### config.mk
export PLATFORM = sky130hd
export DESIGN_NAME = usb3_ep_in_sched
export DESIGN_NICKNAME = d
export VERILOG_FILES = /design/src/rtl/usb3_ep_in_sched.sv
export SDC_FILE = /design/constraint.sdc
export NUM_CORES = 1
export LEC_CHECK = 0
export ABC_CLOCK_PERIOD_IN_PS = 3800
export CAP_MARGIN = 40
export CORE_MARGIN = 3
export CORE_UTILIZATION = 37
export DETAILED_ROUTE_END_ITERATION = 10
export PLACE_DENSITY_LB_ADDON = 0.12
export SETUP_SLACK_MARGIN = 0.05
export SLEW_MARGIN = 20
export SYNTH_ARGS = -nofsm -noshare
export SYNTH_HDL_FRONTEND = slang
export SYNTH_SLANG_ARGS = --single-unit
### constraint.sdc
create_clock -name local_clk -period 3.8 [get_ports local_clk]
set_input_delay 0.57 -clock local_clk [delete_from_list [all_inputs] [get_ports local_clk]]
set_output_delay 0.57 -clock local_clk [all_outputs]
set_load 0.02 [all_outputs]
### src/rtl/usb3_ep_in_sched.sv
// Round-robin IN scheduler: grants the shared protocol-layer transmit path to one endpoint buffer, then re-arms it.
// Latency: one cycle from eligibility to grant; read mux adds zero latency. Optional macro USB3_EP_IN_SCHED_RETRY_LIMIT_EN.
// Backpressure: holds a grant until prot_done; arm/release handshakes are bounded by ACK_TIMEOUT.
module usb3_ep_in_sched #(
  parameter int NUM_EP      = 4,
  parameter int ACK_TIMEOUT = 15
) (
  input  logic                 local_clk,
  input  logic                 reset_n,
  input  logic [NUM_EP-1:0]    ep_hasdata,
  input  logic [NUM_EP-1:0]    ep_enable,
  input  logic [NUM_EP*11-1:0] ep_len,
  input  logic [NUM_EP*32-1:0] ep_q,
  output logic [8:0]           ep_addr,
  output logic [NUM_EP-1:0]    ep_arm,
  input  logic [NUM_EP-1:0]    ep_arm_ack,
  output logic                 prot_start,
  output logic [1:0]           prot_ep,
  output logic [10:0]          prot_len,
  input  logic [8:0]           prot_addr,
  output logic [31:0]          prot_q,
  input  logic                 prot_done,
  input  logic                 prot_retry,
  output logic                 prot_busy,
  output logic                 err_timeout
);

  typedef enum logic [2:0] {
    S_IDLE,
    S_START,
    S_WAIT_DONE,
    S_ARM,
    S_RELEASE
  } state_t;

  state_t      state_q, state_d;
  logic [7:0]  timer_q;
  logic [1:0]  last_grant_q, last_grant_d;
  logic [1:0]  prot_ep_d;
  logic [10:0] prot_len_d;
  logic        timer_hit;

  // Per-endpoint views padded to four entries so 2-bit indices are always in range.
  logic [3:0]  elig4, has4, ack4, arm4;
  logic [10:0] len_arr [4];
  logic [31:0] q_arr   [4];
  logic [1:0]  grant_next;
  logic        grant_found;

`ifdef USB3_EP_IN_SCHED_RETRY_LIMIT_EN
  logic [1:0]  retry_cnt_q;
  logic        retry_inc;
`endif

  always_comb begin
    elig4 = '0;
    has4  = '0;
    ack4  = '0;
    elig4[NUM_EP-1:0] = ep_hasdata & ep_enable;
    has4[NUM_EP-1:0]  = ep_hasdata;
    ack4[NUM_EP-1:0]  = ep_arm_ack;
    for (int i = 0; i < 4; i++) begin
      len_arr[i] = '0;
      q_arr[i]   = '0;
    end
    for (int i = 0; i < NUM_EP; i++) begin
      len_arr[i] = ep_len[i*11 +: 11];
      q_arr[i]   = ep_q[i*32 +: 32];
    end
  end

  // Walk downward so the nearest endpoint after last_grant is the last one written.
  always_comb begin
    logic [1:0] idx;
    grant_next  = '0;
    grant_found = 1'b0;
    idx         = '0;
    for (int k = NUM_EP; k >= 1; k--) begin
      idx = 2'((int'(last_grant_q) + k) % NUM_EP);
      if (elig4[idx]) begin
        grant_next  = idx;
        grant_found = 1'b1;
      end
    end
  end

  assign ep_addr    = prot_addr;
  assign prot_q     = q_arr[prot_ep];
  assign prot_start = (state_q == S_START);
  assign prot_busy  = (state_q != S_IDLE);
  assign ep_arm     = arm4[NUM_EP-1:0];
  assign timer_hit  = (timer_q == 8'(ACK_TIMEOUT));

  always_comb begin
    state_d      = state_q;
    last_grant_d = last_grant_q;
    prot_ep_d    = prot_ep;
    prot_len_d   = prot_len;
    arm4         = '0;
    err_timeout  = 1'b0;
`ifdef USB3_EP_IN_SCHED_RETRY_LIMIT_EN
    retry_inc    = 1'b0;
`endif
    unique case (state_q)
      S_IDLE: begin
        if (grant_found) begin
          prot_ep_d  = grant_next;
          prot_len_d = len_arr[grant_next];
          state_d    = S_START;
        end
      end
      S_START: state_d = S_WAIT_DONE;
      S_WAIT_DONE: begin
        if (prot_done) begin
          state_d = S_ARM;
        end else if (prot_retry) begin
`ifdef USB3_EP_IN_SCHED_RETRY_LIMIT_EN
          if (retry_cnt_q == 2'd3) begin
            // Give up on this endpoint for now; it stays eligible for a later turn.
            err_timeout  = 1'b1;
            last_grant_d = prot_ep;
            state_d      = S_IDLE;
          end else begin
            retry_inc  = 1'b1;
            prot_len_d = len_arr[prot_ep];
            state_d    = S_START;
          end
`else
          prot_len_d = len_arr[prot_ep];
          state_d    = S_START;
`endif
        end
      end
      S_ARM: begin
        if (ack4[prot_ep]) begin
          state_d = S_RELEASE;
        end else if (timer_hit) begin
          err_timeout = 1'b1;
          state_d     = S_RELEASE;
        end else begin
          arm4[prot_ep] = 1'b1;
        end
      end
      S_RELEASE: begin
        if (!has4[prot_ep] && !ack4[prot_ep]) begin
          last_grant_d = prot_ep;
          state_d      = S_IDLE;
        end else if (timer_hit) begin
          err_timeout  = 1'b1;
          last_grant_d = prot_ep;
          state_d      = S_IDLE;
        end
      end
      default: state_d = S_IDLE;
    endcase
  end

  always_ff @(posedge local_clk or negedge reset_n) begin
    if (!reset_n) begin
      state_q      <= S_IDLE;
      last_grant_q <= 2'(NUM_EP - 1);
      prot_ep      <= '0;
      prot_len     <= '0;
    end else begin
      state_q      <= state_d;
      last_grant_q <= last_grant_d;
      prot_ep      <= prot_ep_d;
      prot_len     <= prot_len_d;
    end
  end

  // Timer restarts on every state change and saturates rather than wrapping.
  always_ff @(posedge local_clk or negedge reset_n) begin
    if (!reset_n) begin
      timer_q <= '0;
    end else if (state_d != state_q) begin
      timer_q <= '0;
    end else if (timer_q != 8'hFF) begin
      timer_q <= timer_q + 8'd1;
    end
  end

`ifdef USB3_EP_IN_SCHED_RETRY_LIMIT_EN
  always_ff @(posedge local_clk or negedge reset_n) begin
    if (!reset_n) begin
      retry_cnt_q <= '0;
    end else if (state_q == S_IDLE) begin
      retry_cnt_q <= '0;
    end else if (retry_inc) begin
      retry_cnt_q <= retry_cnt_q + 2'd1;
    end
  end
`endif

endmodule
==> run summary, run 1 <==
Flow results follow.

The total via count after detailed routing is 3391. After layout, the minimum clock period comes to 3.40 ns. Ranked by instance count, the synthesized netlist is headed by 43 x sky130_fd_sc_hd__mux4_2, 24 x sky130_fd_sc_hd__dfrtp_1, 20 x sky130_fd_sc_hd__nor2_1, 18 x sky130_fd_sc_hd__a21boi_0, 15 x sky130_fd_sc_hd__nand2_1. The largest buffer count on any clock path is 2. For this block, the initial DRC count from the detailed router was 108. The tree is rooted in a sky130_fd_sc_hd__clkbuf_8. The total number of H-tree levels is 1. Data on the critical path is required at its endpoint by 3.23 ns. The switching portion of total power is 44.1%. The floorplan row count is 33. Per the synthesis report, the simple-gate share of the synthesized area is 11.4%.

The number of nets in the final layout is 685. Looking at the worst setup and hold paths, the clock pins of their registers show a slew of 0.09 ns. The count of boundary I/O pins is 258. The sink count of the clock tree is 26.

The worst clock skew is 0.000936 ns. Counting flops with an async set or reset pin after synthesis yields a share of 100%. Yosys reports a chip area of 3220 sq um. The post-synthesis cell type with the largest instance count is sky130_fd_sc_hd__mux4_2. The number of antenna violations at the first check in global routing came to 0. The average footprint of a synthesized cell is 11.9 sq um.

In this run, the synthesized area fraction spent on adder and majority cells is recorded as 0.389%. The sequential cell area fraction in the yosys report is 20.3%. The total power divided by cell area is 592 nW/um^2. Of the total synthesized cell area, the portion taken by AND-OR and OR-AND cells is 25.0%. The power report lists cell-internal power as 1.86 mW. STA lists the maximum fanout along the critical path as 20. The share of the clock period used by the worst path is 89.4%. The power spent charging and discharging nets is 1.46 mW.

The via count of the first global-routing pass was 3527. The total die size is 9850 sq um. The kind of start point of the critical path is a register. Looking at area per cell type in the netlist, the leader is sky130_fd_sc_hd__mux4_2.

The clock buffer count from CTS is 3. Listed in order, past its start point the critical path passes mux4_2 -> a211o_1 -> nor3b_1 -> clkdlybuf4s50_1. Per the post-synthesis report, the number of cells in the design is 271. The layout summary lists the proportion of cells stronger than drive strength 1 as 19.3%. In this run the remaining antenna-violating nets after routing total 0. The minimum hold slack is 0.485 ns. The run finished with clean final reports. The nature of the critical path endpoint is a primary output. Looking at the power breakdown, combinational cells take 76.3% of the total. The final antenna diode tally reported by the flow is 0.

In the final report, the number of endpoints failing setup comes to 0. After synthesis, the cell types taking the most area are sky130_fd_sc_hd__mux4_2 30%, sky130_fd_sc_hd__dfrtp_1 19%, sky130_fd_sc_hd__a21boi_0 4.2%. The unique cell type count in the Yosys netlist is 63. From bottom edge to top edge, the die measures 99.2 um.

For this run the aggregate overflow at the end of global routing stands at 0. The number of cells reported by Yosys stat comes to 271. The worst max-slew margin expressed relative to the limit is 49.9%. The count of buffers inserted at the top-level ports is 239. The fraction of the core area occupied by cells at floorplan is 38.6%.

The synthesized design contains 0 enable-type register cells. The clock latency on the worst-skew pair is 0.27 ns. The floorplan step defined a core boundary enclosing 8340 sq um. Counting endpoints that fail hold in the final report gives 0. The leakage power is 2.07 nW. Among all stages on the critical path, the maximum delay recorded is 0.65 ns. Using the TritonRoute via totals, the vias-per-cell ratio works out to 5.74. The number of iterations in the first detailed-routing pass is 4. The number of buffers inserted for hold repair after clock tree synthesis is 0.

Post-CTS repair changed the size of 0 cells. The portion of synthesized area spent on multiplexers is 33.4%. Max-cap violations in this run came to 0. Power comes to 3.32 mW. In the setup report, the worst path falls into the class reg -> out.

The slew at the pin with the worst max-slew slack is 0.745 ns.
[run 1: area by class of cell]
type | count | area (sq um) | area share (%)
inverters | 4 | 15.0 | 0.268
well taps | 105 | 131 | 2.34
multi-input cells | 205 | 2280 | 40.6
repair buffers | 247 | 2460 | 43.8
flip-flops and latches | 26 | 658 | 11.7
clock buffers | 3 | 41.3 | 0.736
clock inverters | 1 | 30.0 | 0.535
[run 1: placed cells by master (no fill, tap or decap), types with 3 or more instances in the layout]
master                            synthesis  routed
sky130_fd_sc_hd__o41ai_1                  3       3
sky130_fd_sc_hd__a21boi_0                18      18
sky130_fd_sc_hd__nand2_1                 15      15
sky130_fd_sc_hd__a31oi_1                  3       3
sky130_fd_sc_hd__a21oi_1                  6       5
sky130_fd_sc_hd__o41ai_2                  8       8
sky130_fd_sc_hd__mux4_2                  43      43
sky130_fd_sc_hd__nand3_1                  6       6
sky130_fd_sc_hd__a211oi_1                11      11
sky130_fd_sc_hd__and3_1                   4       4
sky130_fd_sc_hd__nor3_1                   5       5
sky130_fd_sc_hd__clkdlybuf4s50_1          0     239
sky130_fd_sc_hd__buf_4                   12       7
sky130_fd_sc_hd__a21boi_1                 4       4
sky130_fd_sc_hd__clkbuf_8                 4       3
sky130_fd_sc_hd__a2111oi_2                8       8
sky130_fd_sc_hd__mux2_2                   3       3
sky130_fd_sc_hd__dfrtp_1                 24      22
sky130_fd_sc_hd__nor3b_1                  4       4
sky130_fd_sc_hd__inv_1                    4       4
sky130_fd_sc_hd__o21ai_0                  3       3
sky130_fd_sc_hd__nor2_1                  20      20
[run 1: routing by layer]
metal	share of wire (%)	GRT usage, %	vias to the layer above
li1	-	-	1545
met1	37	32.0	1676
met3	10	8.35	14
met5	0	0	-
met2	51	43.3	156
met4	1.8	4.73	0
[run 1: power by group through the flow]
stage	registers, mW	logic, mW	clock network [mW]
4_1_cts	0.556	2.54	0.241
6_report	0.553	2.54	0.233
5_1_grt	0.579	2.70	0.252
3_3_place_gp	0.557	2.51	0
2_1_floorplan	0.537	1.65	0
3_5_place_dp	0.563	2.52	0
[run 1: final timing paths]
path / start / slack [ns] / cells past startpoint / to
max in group asynchronous: reset_n / 2.81 / 2 / last_grant_q[0]$_DFFE_PN1P_
min in group asynchronous: reset_n / 0.68 / 2 / prot_len[1]$_DFFE_PN0P_
max: prot_ep[0]$_DFFE_PN0P_ / 0.40 / 4 / ep_arm[2]
max reg2reg: last_grant_q[0]$_DFFE_PN1P_ / 1.50 / 6 / prot_len[0]$_DFFE_PN0P_
min: prot_len[10]$_DFFE_PN0P_ / 0.48 / 2 / prot_len[10]$_DFFE_PN0P_
min reg2reg: prot_len[10]$_DFFE_PN0P_ / 0.48 / 2 / prot_len[10]$_DFFE_PN0P_
[run 1: flip-flops by register name, summed over array words and instances (netlist names)]
name          count
prot_ep           2
last_grant_q      2
state_q           3
prot_len         11
timer_q           8
[run 1: through the flow]
step           setup slack [ns]  util (%)
2_1_floorplan              1.14         -
3_3_place_gp              0.504      66.3
3_5_place_dp              0.417      66.3
4_1_cts                   0.365      67.1
5_1_grt                   0.291      67.3
6_report                  0.403      67.3
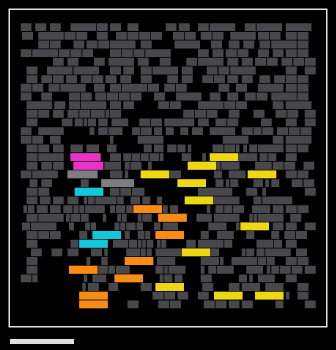
Figure 1: run 1, sequential cells coloured by netlist name.
The bar under the picture is 20 um long.
- orange: `timer_q` (sequential cells 8; where bottom middle)
- cyan: `state_q` (sequential cells 3)
- magenta: `last_grant_q` (sequential cells 2)
- yellow: `prot_len` (sequential cells 11)
power in sequential cells: 553 uW
Layout Utilization: 67.3%
sequential cell area in the final layout: 658 sq um

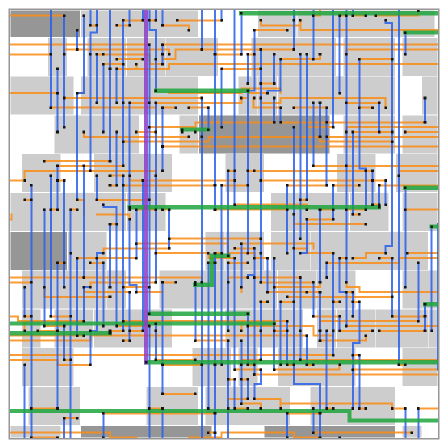
Figure 2: run 1, zoomed window.
Region (59, 10) to (89, 40) um. Cells in grey, sequential cells in the stronger grey; small squares are vias.
- orange: metal 1
- green: metal 3
- blue: metal 2
- purple: metal 4
- sequential cells in the window: 2
- most frequent: clkdlybuf4s50_1 (13), a21boi_0 (8), mux4_2 (6)
- netlist names of flops here include: `prot_len` (2)
- cells with their middle in the window: 58

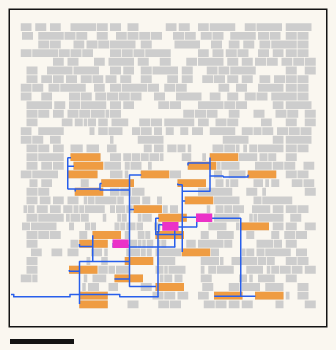
Figure 3: run 1, clock network drawn from the DEF.
The bar under the picture is 20 um long.
- orange: flip-flops (count 26)
- blue: clock wires (length 377 um)
- magenta: clock drivers (count 3)
- routed clock nets: 4

==> run 2, diff against run 1 <==
CORE_UTILIZATION = 25   (was 37)
SETUP_SLACK_MARGIN = unset   (was 0.05)
==> run summary, run 2 <==
Flow results follow.

The clock buffer count from CTS is 3. The flip-flop count of the largest register after layout is 11. The nature of the critical path endpoint is a primary output.

The top cell type by total area after synthesis is sky130_fd_sc_hd__mux4_2. The classification of the worst-slack hold path is reg -> reg. The clock input transition at the sequential cells of the worst setup and hold paths is 0.07 ns. By instance count after routing, the leading logic cell types are 239 x sky130_fd_sc_hd__clkdlybuf4s50_1, 43 x sky130_fd_sc_hd__mux4_2, 22 x sky130_fd_sc_hd__dfrtp_1. The cell count after synthesis came out at 271.

The sum of negative setup slack is 0 ns. After detailed routing, the number of vias per cell comes to 5.17. The total die size is 14300 sq um.

For this configuration, the core starts out at a cell density of 26.1%. The average footprint of a synthesized cell is 11.9 sq um. The via count of the first global-routing pass is 3572. Measured along the y axis, the die boundary spans 119 um. The floorplan row count is 40. The share of the core filled with cells in the final layout is 46.6%. The data arrival time of the critical path is 2.80 ns. The number of nets in the final layout is 686.

For reference, the top cells by area after synthesis are sky130_fd_sc_hd__mux4_2 30%, sky130_fd_sc_hd__dfrtp_1 19%, sky130_fd_sc_hd__a21boi_0 4.2%. The area after detailed placement is 5630 sq um. The synth_stat.txt file lists the number of cells as 271. The final hold violation count is 0. CTS reports a maximum clock tree buffer depth of 2. Post-route period utilization is reported as 88.6%. The minimum hold slack is 0.475 ns. The remaining number of nets flagged by the antenna check after routing is 0. The post-layout instance count excluding filler cells is 655. The core area is 12300 sq um.

Cells with a size suffix above 1 make up 19.7% of the layout. The unique cell type count in the Yosys netlist is 63. The number of max-slew violations in the final report is 0. Detailed placement finished with a half-perimeter wire length of 10700 um.

After clock tree synthesis, the setup repair step added 0 buffers. The number of antenna violations at the first check in global routing is 0. The register bank with the most flops is prot_len.

Data on the critical path is required at its endpoint by 3.23 ns. The timing report gives the biggest stage delay along the critical path as 0.64 ns. The count of flip-flops with a built-in enable after synthesis is 0. By instance count after routing, the leading logic cell type is sky130_fd_sc_hd__clkdlybuf4s50_1. In this run, synthesis produced a sequential element count of 26. The most frequently used library cell after synthesis is sky130_fd_sc_hd__mux4_2. The largest fanout on the critical path is 20. Looking at the clock tree report, the H-tree level count equals 1. The max-capacitance violation count is 0. The leakage power is 2.09 nW. Setup repair after global routing left no endpoint under its margin.

Looking at the max-slew report, the worst-margin pin has a slew of 0.653 ns. Yosys reports that the most numerous cell types are 43 x sky130_fd_sc_hd__mux4_2, 24 x sky130_fd_sc_hd__dfrtp_1, 20 x sky130_fd_sc_hd__nor2_1, 18 x sky130_fd_sc_hd__a21boi_0, 15 x sky130_fd_sc_hd__nand2_1. The fraction of registers with async set/reset is 100%.

The worst path needs 3.37 ns of the cycle, external delays included. The sequential cell area fraction in the yosys report is 20.3%. The flow ran to the end, and the final reports show no timing, DRC or antenna violations. Setup slack closes at 0.432 ns. Traced cell by cell, the critical path runs through mux4_2 -> a211o_1 -> nor3b_1 -> clkdlybuf4s50_1. After clock tree synthesis, the repair step resized 0 gates. The cell at the root of the clock tree is sky130_fd_sc_hd__clkbuf_16. The yosys-reported design area after synthesis is 3220 sq um.

Input and output buffers added on the ports amount to 239. The kind of start point of the critical path is a register. The TritonCTS clock tree is done. According to the I/O placement log, the pin count is 258. The wire length recorded after detailed routing is 13400 um.

The worst slack after detailed placement is 0.471 ns. The repair_antennas step left the layout with diodes totalling 0. The number of DRC markers in iteration 0 is 196.

TritonCTS reports the number of clock sinks as 26. The total via count after detailed routing is 3386. Entering global routing, the biggest net connects 39 pins. The highest supply drop recorded on VDD is 0.290 mV. Setup violations remaining at the end of the flow were counted as 0. The total global routing track utilization is 17.9%.

The worst max-slew margin expressed relative to the limit is 56.1%. The number of iterations in the first detailed-routing pass is 4. The largest registers in the layout are prot_len: 11 flops, timer_q: 8 flops, state_q: 3 flops. The yosys synthesis warning count is 0.

The number of buffers inserted for hold repair after clock tree synthesis is 0. The remaining global-route overflow is 0. The worst setup path is of the reg -> out kind. The overall power after layout is 3.38 mW. The die span in x is 119 um. The number of OpenROAD warnings is 26. Total power normalized to cell area comes to 590 nW/um^2.
run 2: worst paths after layout:
kind                                                  start                           to  slack, ns  cells past startpoint
worst max-delay path                 prot_ep[0]$_DFFE_PN0P_                    ep_arm[2]       0.43                      4
worst min-delay path                prot_len[0]$_DFFE_PN0P_      prot_len[0]$_DFFE_PN0P_       0.47                      2
worst max register to register  last_grant_q[1]$_DFFE_PN1P_      prot_len[0]$_DFFE_PN0P_       1.64                      6
worst min register to register      prot_len[0]$_DFFE_PN0P_      prot_len[0]$_DFFE_PN0P_       0.47                      2
max in group asynchronous                           reset_n  last_grant_q[1]$_DFFE_PN1P_       2.41                      2
min in group asynchronous                           reset_n       timer_q[4]$_DFFE_PN0P_       0.68                      1
run 2: kinds of logic (layout without fill, tap and decap cells):
group                      count (synthesis)  after routing  synth area share [%]
xor gates and xnor gates                   2              2                 0.545
buffers and inverters                     40            256                  8.95
muxes                                     50             50                  33.4
DFF                                       26             26                  20.3
and+or+nand+nor                           68             68                  11.4
adders and majority gates                  1              1                 0.389
AOI/OAI and AO/OA                         84             84                  25.0
run 2: layout make-up:
class	instances	area, sq um
Tap cell	168	210
Clock inverter	1	30.0
Sequential cell	26	658
Clock buffer	3	75.1
Fill cell	1181	6580
Multi-Input combinational cell	205	2280
Inverter	4	15.0
Timing Repair Buffer	248	2460
run 2: critical path: cells and delay by family, from the launching register on:
kind / cells / cell delay [ns]
buffers and inverters: 1 / 0.64
DFF: 1 / 0.62
and+or+nand+nor: 1 / 0.25
muxes: 1 / 0.60
AOI/OAI and AO/OA: 1 / 0.40
run 2: routing by layer:
layer  GRT usage (%)  part of all wire [%]  vias up
li1                -                     -     1549
met1            23.5                    42     1695
met2            31.6                    52      123
met3            3.51                   5.6       19
met4            2.29                   1.1        0
met5               0                     0        -
run 2: where the power goes:
group          switching (mW)  total [mW]  internal [mW]  leakage, nW
clock                   0.104       0.314          0.210       0.0511
combinational            1.18        2.51           1.33         1.71
sequential              0.169       0.560          0.391        0.326
total                    1.45        3.38           1.93         2.09
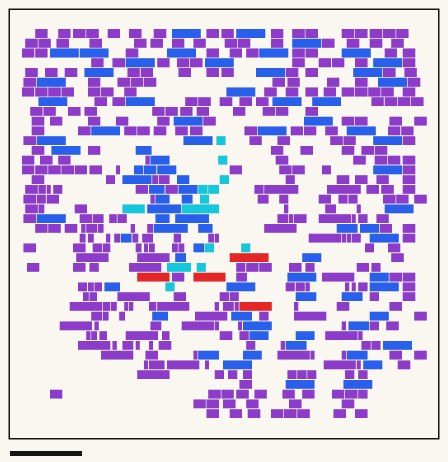
Figure 4: run 2, drive-strength map.
The bar under the picture is 20 um long.
- blue: _2 cells (cells 79; share 16%)
- cyan: _3 and _4 cells (cells 13; share 2.7%)
- red: _6 and larger (cells 4; share 0.82%)
- purple: _0 and _1 cells (cells 391; share 80%)

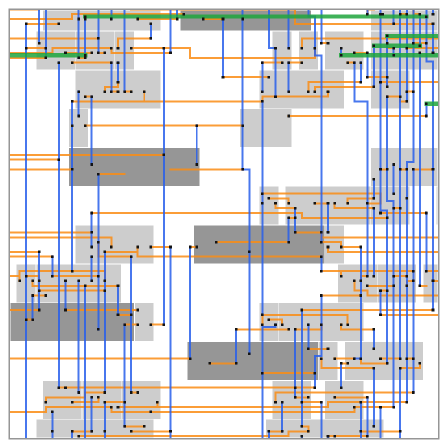
Figure 5: run 2, zoomed window.
Region (75, 15) to (105, 45) um. Cells in grey, sequential cells in the stronger grey; small squares are vias.
- orange: metal 1
- green: metal 3
- blue: metal 2
- most frequent: a21boi_0 (6)
- cells with their middle in the window: 39
- netlist names of flops here include: `prot_len` (5)
- sequential cells in the window: 5

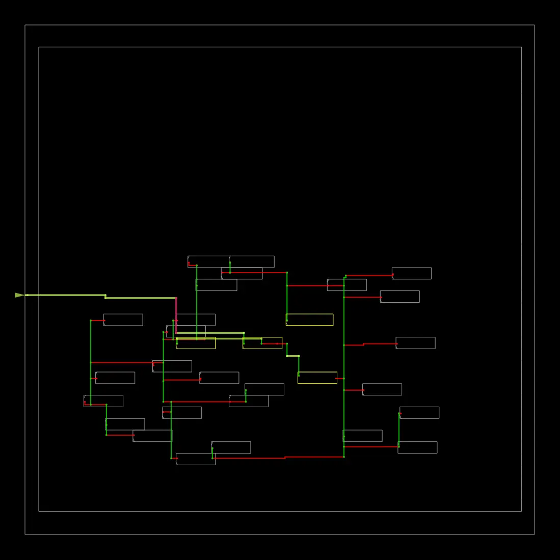
Figure 6: run 2, clock routing.
Insertion Delay late pin: 0.26 ns
Final Skew: 0.00149 ns
layout sequential cell count: 26

==> run 3, diff against run 2 <==
TNS_END_PERCENT = 50   (was unset)
==> run summary, run 3 <==
Flow results follow.

The slack of the worst reg-to-reg path is 1.64 ns. The average footprint of a synthesized cell is 11.9 sq um. The data required time at the worst endpoint is 3.23 ns. The number of nets in the final layout is 686. The met3 layer usage reported by global route is 3.51%. Per the CTS log, the maximum H-tree level is 1. The cell count after synthesis came out at 271.

The minimum hold slack is 0.475 ns. Global routing used 23.5% of the available met1 tracks. OpenROAD reports that the post-layout worst path occupies 88.6% of the period. The number of max-slew violations in the final report is 0. The number of standard cells reported by yosys is 271.

The number of iterations in the first detailed-routing pass is 4. Sorting the synthesized cells by area gives the leading types as sky130_fd_sc_hd__mux4_2 30%, sky130_fd_sc_hd__dfrtp_1 19%, sky130_fd_sc_hd__a21boi_0 4.2%. Among all cell types in the netlist, the one instantiated most often is sky130_fd_sc_hd__mux4_2.

The number of buffers inserted for hold repair after clock tree synthesis is 0. The remaining number of nets flagged by the antenna check after routing is 0. At the pin with the least slew margin, the transition time is 0.653 ns. The number of antenna violations at the first check in global routing came to 0. Once the clock tree was built, the resizer swapped 0 gates to a different size.

The classification of the worst-slack hold path is reg -> reg. The launching point of the worst reg2reg path is last_grant_q[1]$_DFFE_PN1P_. Per the timing report, the most critical flop-to-flop path finishes at prot_len[0]$_DFFE_PN0P_. The clock latency on the worst-skew pair is 0.26 ns.

Detailed-route iteration 0 reported a violation count of 196. Hold analysis lists the worst path endpoint as prot_len[0]$_DFFE_PN0P_. The floorplan step defined a die boundary enclosing 14300 sq um. The total via count after detailed routing is 3386. The top cell type by total area after synthesis is sky130_fd_sc_hd__mux4_2. The via count of the first global-routing pass is 3572. TritonCTS built the clock tree. Per the cell usage report, the commonest logic cells after layout are 239 x sky130_fd_sc_hd__clkdlybuf4s50_1, 43 x sky130_fd_sc_hd__mux4_2, 22 x sky130_fd_sc_hd__dfrtp_1. The total global routing track utilization is 17.9%. Counting flops with a built-in enable in the synthesized netlist gives 0. The worst-case max-slew headroom was logged as 56.1%. The register with the most flip-flops in the final layout is prot_len. In this run the tools logged warnings totalling 26. Together, buffers and inverters on the worst path number 1. In this run the standard cell core region covers 12300 sq um.

The max-capacitance violation count is 0. Pin placement for this block handled 258 I/O pins. Per the layout report, the design carries 1181 filler cells. The layout overhead on the synthesized area is 78.3%. The fraction of the core area occupied by cells at floorplan is 26.1%. The number of synthesized register bits is 26. The largest registers in the layout are prot_len: 11 flops, timer_q: 8 flops, state_q: 3 flops. The startpoint identified for the worst hold timing path is prot_len[0]$_DFFE_PN0P_. The cell sitting at the root of the clock tree is a sky130_fd_sc_hd__clkbuf_16. The final hold violation count is 0.

The number of buffers inserted by post-CTS setup repair is 0. STA classifies the critical path endpoint as a primary output. According to the floorplan report, the die width is 119 um. In the CTS report, the clock slew at the register clock pins of the worst setup and hold paths is listed as 0.07 ns. Global routing finished with a remaining overflow of 0. Sequential elements use 20.3% of the synthesized area. The met2 usage is 31.6%.

Counting the warning lines in the Yosys log gives 0. The number of remaining DRC errors is 0. For reference, the critical path cell chain is mux4_2 -> a211o_1 -> nor3b_1 -> clkdlybuf4s50_1. The flow ran to the end, and the final reports show no timing, DRC or antenna violations. The dominant logic cell type in the layout is sky130_fd_sc_hd__clkdlybuf4s50_1. The report lists the number of standard-cell rows as 40. STA shows the worst reg2reg path with a cell count of 6. The shortest clock period the worst path allows after layout is 3.37 ns. The data arrival time of the critical path is 2.80 ns. The total power divided by cell area is 590 nW/um^2. Setup repair after global routing left no endpoint under its margin.

Synthesis instantiated 63 different standard cells from the library. The yosys-reported design area after synthesis is 3220 sq um. During placement, the flow inserted port buffers numbering 239. The last timing report of the flow puts the setup violation total at 0. The largest net degree at the start of global routing is 39. Across the VDD grid, the largest voltage drop is 0.290 mV. The layout summary lists the proportion of cells stronger than drive strength 1 as 19.7%. For the final database, setup skew stands at 0.00149 ns.

The layer with the highest usage after global routing is met2. The wire length recorded after detailed routing is 13400 um. The leakage power is 2.09 nW. The kind of cell with the highest combined delay along the critical path is buffers and inverters. The worst setup path is launched from a register. The largest buffer count on any clock path is 2.

After routing, the total negative slack on setup checks comes to 0 ns. The y dimension of the die is 119 um. The average wire length per cell after detail routing is 20.5 um.

Max fanout on the critical path was recorded as 20. For reference, the top cells by count after synthesis are 43 x sky130_fd_sc_hd__mux4_2, 24 x sky130_fd_sc_hd__dfrtp_1, 20 x sky130_fd_sc_hd__nor2_1, 18 x sky130_fd_sc_hd__a21boi_0, 15 x sky130_fd_sc_hd__nand2_1. The stage delay of the slowest cell on the critical path is 0.64 ns. The area after detailed placement is 5630 sq um. For this run, asynchronously set or reset flops after synthesis account for 100%. The flip-flop count of the largest register after layout is 11.
[run 3: cell counts after synthesis]
No cell type changed its count.
[run 3: final cells by class]
| type | count | area, sq um | area share, % |
|---|---|---|---|
| multi-input combinational | 205 | 2280 | 39.9 |
| clock buffer | 3 | 75.1 | 1.31 |
| timing repair buffer | 248 | 2460 | 42.9 |
| inverter | 4 | 15.0 | 0.262 |
| clock inverter | 1 | 30.0 | 0.524 |
| sequential | 26 | 658 | 11.5 |
| tap | 168 | 210 | 3.67 |
[run 3: worst max path at each step]
stage                      startpoint   endpoint  depth (start not counted)
3_3_place_gp            ep_arm_ack[3]  ep_arm[2]                          5
4_1_cts        prot_ep[0]$_DFFE_PN0P_  ep_arm[2]                          4
5_1_grt        prot_ep[0]$_DFFE_PN0P_  ep_arm[2]                          4
6_report       prot_ep[0]$_DFFE_PN0P_  ep_arm[2]                          4
3_5_place_dp            ep_arm_ack[3]  ep_arm[2]                          5
2_1_floorplan  prot_ep[0]$_DFFE_PN0P_  ep_arm[2]                          4
[run 3: power by group]
part | switching [mW] | internal (mW)
combinational | 1.18 | 1.33
clock | 0.104 | 0.210
sequential | 0.169 | 0.391
total | 1.45 | 1.93
[run 3: logic make-up after synthesis]
group / after synthesis / share of synthesized area, %
AOI/OAI and AO/OA: 84 / 25.0
and+or+nand+nor: 68 / 11.4
muxes: 50 / 33.4
buffers and inverters: 40 / 8.95
DFF: 26 / 20.3
xor gates and xnor gates: 2 / 0.545
adders and majority gates: 1 / 0.389
[run 3: worst reg2reg max path: stages, from the launching register on]
cell and delay, ns:
sky130_fd_sc_hd__dfstp_2 0.63, sky130_fd_sc_hd__nand3_2 0.10, sky130_fd_sc_hd__a311oi_2 0.31, sky130_fd_sc_hd__buf_4 0.30, sky130_fd_sc_hd__a21boi_0 0.12, sky130_fd_sc_hd__a2111oi_0 0.44
sky130_fd_sc_hd__o41ai_1 0.14
[run 3: through the flow]
step                cells  utilization [%]  power (mW)  worst slack (ns)
floorplan             271                -        2.19              1.14
global placement      651             45.7        3.09             0.506
detailed placement    651             45.7        3.09             0.471
CTS                   655             46.6        3.43             0.418
global route          655             46.6        3.60             0.255
finish                655             46.6        3.38             0.432
[run 3: routing by layer]
| metal | part of all wire (%) | vias to the layer above |
|---|---|---|
| met5 | 0 | - |
| met1 | 42 | 1695 |
| met4 | 1.1 | 0 |
| met3 | 5.6 | 19 |
| met2 | 52 | 123 |
| li1 | - | 1549 |
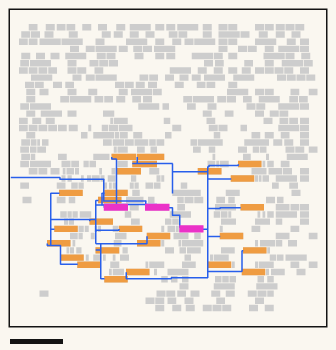
Figure 7: run 3, clock network drawn from the DEF.
The bar under the picture is 20 um long.
- magenta: clock drivers (count 3)
- blue: clock wires (length 441 um)
- orange: flip-flops (count 26)
- routed clock nets: 4

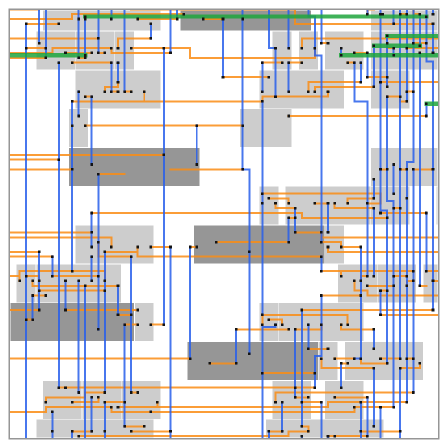
Figure 8: run 3, zoomed window.
Region (75, 15) to (105, 45) um. Cells in grey, sequential cells in the stronger grey; small squares are vias.
- orange: metal 1
- blue: metal 2
- green: metal 3
- netlist names of flops here include: `prot_len` (5)
- sequential cells in the window: 5
- cells with their middle in the window: 39
- most frequent: a21boi_0 (6)

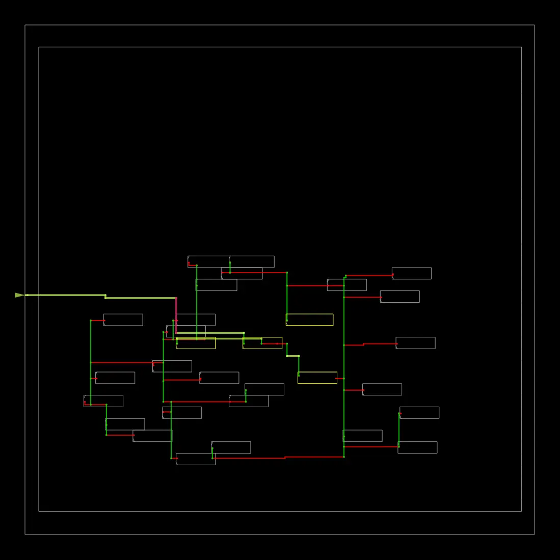
Figure 9: run 3, clock routing.
number of sinks driven by the clock tree: 26
number of clock buffers inserted by TritonCTS: 3
clock network power consumption: 314 uW
number of clock-tree buffers in the layout: 3

Power and IR drop assume default switching activity.
